--- src/rtl/brq_regout_pkg.sv ---
// rtl/brq_regout_pkg.sv - shared types and constants for the Reg_Out UART transmitter
package brq_regout_pkg;

  typedef enum logic [1:0] {
    IDLE  = 2'd0,
    START = 2'd1,
    DATA  = 2'd2,
    STOP  = 2'd3
  } tx_state_e;

  localparam int DATA_WIDTH     = 32;
  localparam int BYTES_PER_WORD = DATA_WIDTH / 8;
  localparam int BYTE_IDX_W     = $clog2(BYTES_PER_WORD);
  localparam int BIT_IDX_W      = 3;

endpackage

--- src/rtl/brq_uart_byte_tx.sv ---
// rtl/brq_uart_byte_tx.sv - one 8N1 UART byte with its own baud counter
module brq_uart_byte_tx
  import brq_regout_pkg::*;
#(
  parameter int ClkPerBit = 868
) (
  input  logic       brq_clk,
  input  logic       brq_rst_n,
  input  logic [7:0] byte_i,
  input  logic       start_i,
  output logic       done_o,
  output logic       tx_o
);

  localparam int CntW = $clog2(ClkPerBit);
  localparam logic [CntW-1:0] CntLast = CntW'(ClkPerBit - 1);

  tx_state_e              state_q;
  logic [CntW-1:0]        cnt_q;
  logic [BIT_IDX_W-1:0]   bit_q;
  logic [7:0]             shift_q;
  logic                   tx_q;
  logic                   wrap;

  assign wrap   = (cnt_q == CntLast);
  // start_i is honoured in IDLE and on the final STOP cycle so bytes chain with no gap
  assign done_o = (state_q == STOP) && wrap;
  assign tx_o   = tx_q;

  always_ff @(posedge brq_clk or negedge brq_rst_n) begin
    if (!brq_rst_n) begin
      state_q <= IDLE;
      cnt_q   <= '0;
      bit_q   <= '0;
      shift_q <= '0;
      tx_q    <= 1'b1;
    end else begin
      if (state_q != IDLE) begin
        cnt_q <= wrap ? '0 : cnt_q + 1'b1;
      end
      case (state_q)
        IDLE: begin
          if (start_i) begin
            shift_q <= byte_i;
            tx_q    <= 1'b0;
            cnt_q   <= '0;
            state_q <= START;
          end
        end
        START: begin
          if (wrap) begin
            tx_q    <= shift_q[0];
            bit_q   <= '0;
            state_q <= DATA;
          end
        end
        DATA: begin
          if (wrap) begin
            if (bit_q == '1) begin
              tx_q    <= 1'b1;
              state_q <= STOP;
            end else begin
              bit_q   <= bit_q + 1'b1;
              tx_q    <= shift_q[1];
              shift_q <= shift_q >> 1;
            end
          end
        end
        STOP: begin
          if (wrap) begin
            if (start_i) begin
              shift_q <= byte_i;
              tx_q    <= 1'b0;
              state_q <= START;
            end else begin
              state_q <= IDLE;
            end
          end
        end
        default: begin
          state_q <= IDLE;
          tx_q    <= 1'b1;
        end
      endcase
    end
  end

endmodule

--- src/rtl/brq_regout_tx.sv ---
// rtl/brq_regout_tx.sv - sends captured Reg_Out words as four 8N1 bytes, LSB first
// Define BRQ_REGOUT_CHANGE_DETECT_EN to also capture whenever reg_out_i changes.
module brq_regout_tx
  import brq_regout_pkg::*;
#(
  parameter int DataWidth = DATA_WIDTH,
  parameter int ClkPerBit = 868
) (
  input  logic                 brq_clk,
  input  logic                 brq_rst_n,
  input  logic [DataWidth-1:0] reg_out_i,
  input  logic                 reg_valid_i,
  output logic                 tx_o,
  output logic                 busy_o,
  output logic                 drop_o
);

  localparam int Bytes = DataWidth / 8;
  localparam int IdxW  = (Bytes > 1) ? $clog2(Bytes) : 1;
  localparam logic [IdxW-1:0] LastIdx = IdxW'(Bytes - 1);

  logic                 active_q;
  logic [IdxW-1:0]      byte_idx_q;
  logic [DataWidth-1:0] shift_q;
  logic [DataWidth-1:0] hold_q;
  logic                 hold_full_q;

  logic                 cap;
  logic                 byte_done;
  logic                 start;
  logic [DataWidth-1:0] load_word;
  logic [IdxW-1:0]      load_idx;
  logic                 cap_direct;
  logic                 hold_pop;
  logic                 word_end;
  logic                 cap_to_hold;
  logic                 drop;
  logic [7:0]           byte_sel;

`ifdef BRQ_REGOUT_CHANGE_DETECT_EN
  logic [DataWidth-1:0] last_q;

  assign cap = reg_valid_i | (reg_out_i != last_q);

  always_ff @(posedge brq_clk or negedge brq_rst_n) begin
    if (!brq_rst_n) begin
      last_q <= '0;
    end else if (cap && !drop) begin
      last_q <= reg_out_i;
    end
  end
`else
  assign cap = reg_valid_i;
`endif

  // Decide what, if anything, the byte transmitter starts on this cycle.
  always_comb begin
    start      = 1'b0;
    load_word  = shift_q;
    load_idx   = byte_idx_q;
    cap_direct = 1'b0;
    hold_pop   = 1'b0;
    word_end   = 1'b0;
    if (!active_q) begin
      if (cap) begin
        start      = 1'b1;
        load_word  = reg_out_i;
        load_idx   = '0;
        cap_direct = 1'b1;
      end
    end else if (byte_done) begin
      if (byte_idx_q != LastIdx) begin
        start    = 1'b1;
        load_idx = byte_idx_q + 1'b1;
      end else if (hold_full_q) begin
        start     = 1'b1;
        load_word = hold_q;
        load_idx  = '0;
        hold_pop  = 1'b1;
      end else if (cap) begin
        start      = 1'b1;
        load_word  = reg_out_i;
        load_idx   = '0;
        cap_direct = 1'b1;
      end else begin
        word_end = 1'b1;
      end
    end
  end

  // A hold slot freed on this edge can accept the new value, so no drop then.
  assign cap_to_hold = cap && !cap_direct && (!hold_full_q || hold_pop);
  assign drop        = cap && !cap_direct && hold_full_q && !hold_pop;
  assign byte_sel    = load_word[{load_idx, 3'b000} +: 8];

  always_ff @(posedge brq_clk or negedge brq_rst_n) begin
    if (!brq_rst_n) begin
      active_q    <= 1'b0;
      byte_idx_q  <= '0;
      shift_q     <= '0;
      hold_q      <= '0;
      hold_full_q <= 1'b0;
    end else begin
      if (start) begin
        active_q   <= 1'b1;
        shift_q    <= load_word;
        byte_idx_q <= load_idx;
      end else if (word_end) begin
        active_q   <= 1'b0;
        byte_idx_q <= '0;
      end
      if (cap_to_hold) begin
        hold_q      <= reg_out_i;
        hold_full_q <= 1'b1;
      end else if (hold_pop) begin
        hold_full_q <= 1'b0;
      end
    end
  end

  brq_uart_byte_tx #(
    .ClkPerBit(ClkPerBit)
  ) u_byte_tx (
    .brq_clk  (brq_clk),
    .brq_rst_n(brq_rst_n),
    .byte_i   (byte_sel),
    .start_i  (start),
    .done_o   (byte_done),
    .tx_o     (tx_o)
  );

  assign busy_o = active_q;
  assign drop_o = drop;

endmodule
--- config.mk ---
export PLATFORM = sky130hd
export DESIGN_NAME = brq_regout_tx
export DESIGN_NICKNAME = d
export VERILOG_FILES = /design/src/rtl/brq_regout_pkg.sv /design/src/rtl/brq_uart_byte_tx.sv /design/src/rtl/brq_regout_tx.sv
export SDC_FILE = /design/constraint.sdc
export NUM_CORES = 1
export LEC_CHECK = 0
export CAP_MARGIN = 20
export CELL_PAD_IN_SITES_DETAIL_PLACEMENT = 1
export CELL_PAD_IN_SITES_GLOBAL_PLACEMENT = 1
export CORE_MARGIN = 10
export CORE_UTILIZATION = 40
export CTS_CLUSTER_DIAMETER = 150
export DETAILED_ROUTE_END_ITERATION = 10
export PLACE_DENSITY = 0.7
export SLEW_MARGIN = 20
export SYNTH_ARGS = -nofsm -noshare
export SYNTH_HDL_FRONTEND = slang
export SYNTH_SLANG_ARGS = --single-unit
--- constraint.sdc ---
create_clock -name brq_clk -period 7.1 [get_ports brq_clk]
set_input_delay 1.42 -clock brq_clk [delete_from_list [all_inputs] [get_ports brq_clk]]
set_output_delay 1.42 -clock brq_clk [all_outputs]
set_load 0.03 [all_outputs]
Figure 1. Register map, names as in the netlist.
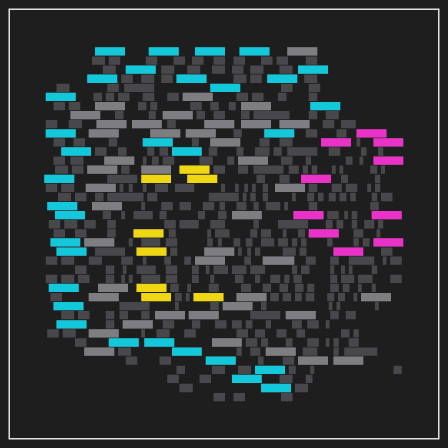
legend:
  cyan:
    name_in_the_netlist: `hold_q`
    sequential_cells: 32
  yellow:
    name_in_the_netlist: `u_byte_tx.shift_q`
    sequential_cells: 8
  magenta:
    name_in_the_netlist: `u_byte_tx.cnt_q`
    sequential_cells: 10
    where: middle right
not colored: 42

Figure 2. Signal wires on met2.
Cells faint in the background.
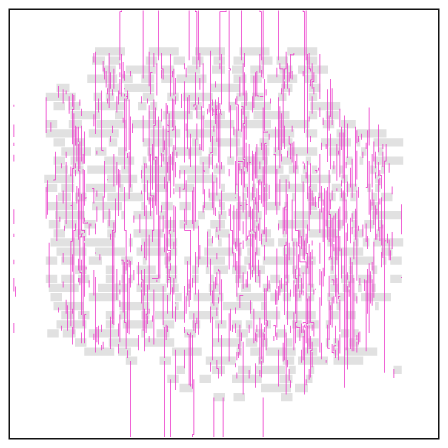
share of all routed wire: 49%
main direction: vertical
wire length on this layer: 6010 um

Figure 3. Port wiring.
Bar = 50 um.
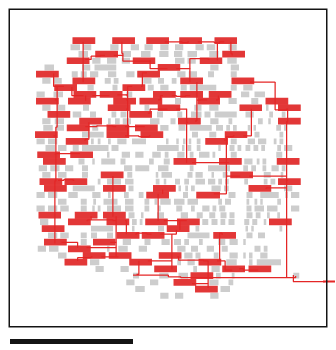
legend:
  red:
    port: `brq_rst_n`
    direction: input
    edge: right
    end_cells: 92
    buffers: 2
    wire: 867 um

==> final timing paths <==
check	from	endpoint	slack [ps]
min in group asynchronous	brq_rst_n	busy_o	1050
worst min-delay path	u_byte_tx.shift_q[2]	u_byte_tx.shift_q[2]	500
max in group asynchronous	brq_rst_n	u_byte_tx.shift_q[5]	4940
worst max-delay path	reg_valid_i	drop_o	2340
worst min register to register	u_byte_tx.shift_q[2]	u_byte_tx.shift_q[2]	500
worst max register to register	u_byte_tx.cnt_q[0]	u_byte_tx.shift_q[1]	3540
==> power groups by stage <==
stage	Clock [W]	Combinational [W]	Sequential [W]
floorplan	0	0.0000370	0.000567
global placement	0	0.0000763	0.000569
detailed placement	0	0.0000786	0.000570
CTS	0.000549	0.0000793	0.000560
global route	0.000570	0.0000858	0.000563
finish	0.000535	0.0000774	0.000560
==> datasheet_impl.txt <==
Characteristics after synthesis and place and route

Parameter                              Value

Die
  Core region area .................. 11400 um^2
  Std-Cell Rows .................. 39

Place
  Pre-CTS worst setup slack .................. 2310 ps

Clock tree
  Clock buffer count from CTS .................. 9
  CTS clk-pin slew, worst paths .................. 60 ps
  Post-CTS setup-driven buffer insertion count .................. 0

GRT
  Via count of the first global-routing pass .................. 3752
  Met2 Use GR .................. 0.244

Worst setup path
  Maximum fanout encountered on the critical timing path .................. 12
  Most repeated library cell on the critical path .................. sky130_fd_sc_hd__clkdlybuf4s50_1

Routing
  Residual DRC count .................. 0
  Detail Route met3 WL .................. 335 um
  Met2 layer wire length in the routed design .................. 6010 um
  Number of vias per cell .................. 5.98
  Met1 Wirelength .................. 5640 um

Status
  Status .................. complete, no violations

Cells and area
  Number of non-clock buffers in the layout .................. 42
  Number of antenna diodes .................. 0
  Post-route cell area .................. 5470 um^2
  Filler Cell Count .................. 1242

Hold path
  Hold depth .................. 2
  Worst Hold Class .................. reg -> reg

Logic synthesis
  Adder-Cell Fraction of Synth Area .................. 0.0215

Power and ir drop
  Sw Ratio .................. 0.226
Power is estimated from default activity; no workload was simulated.
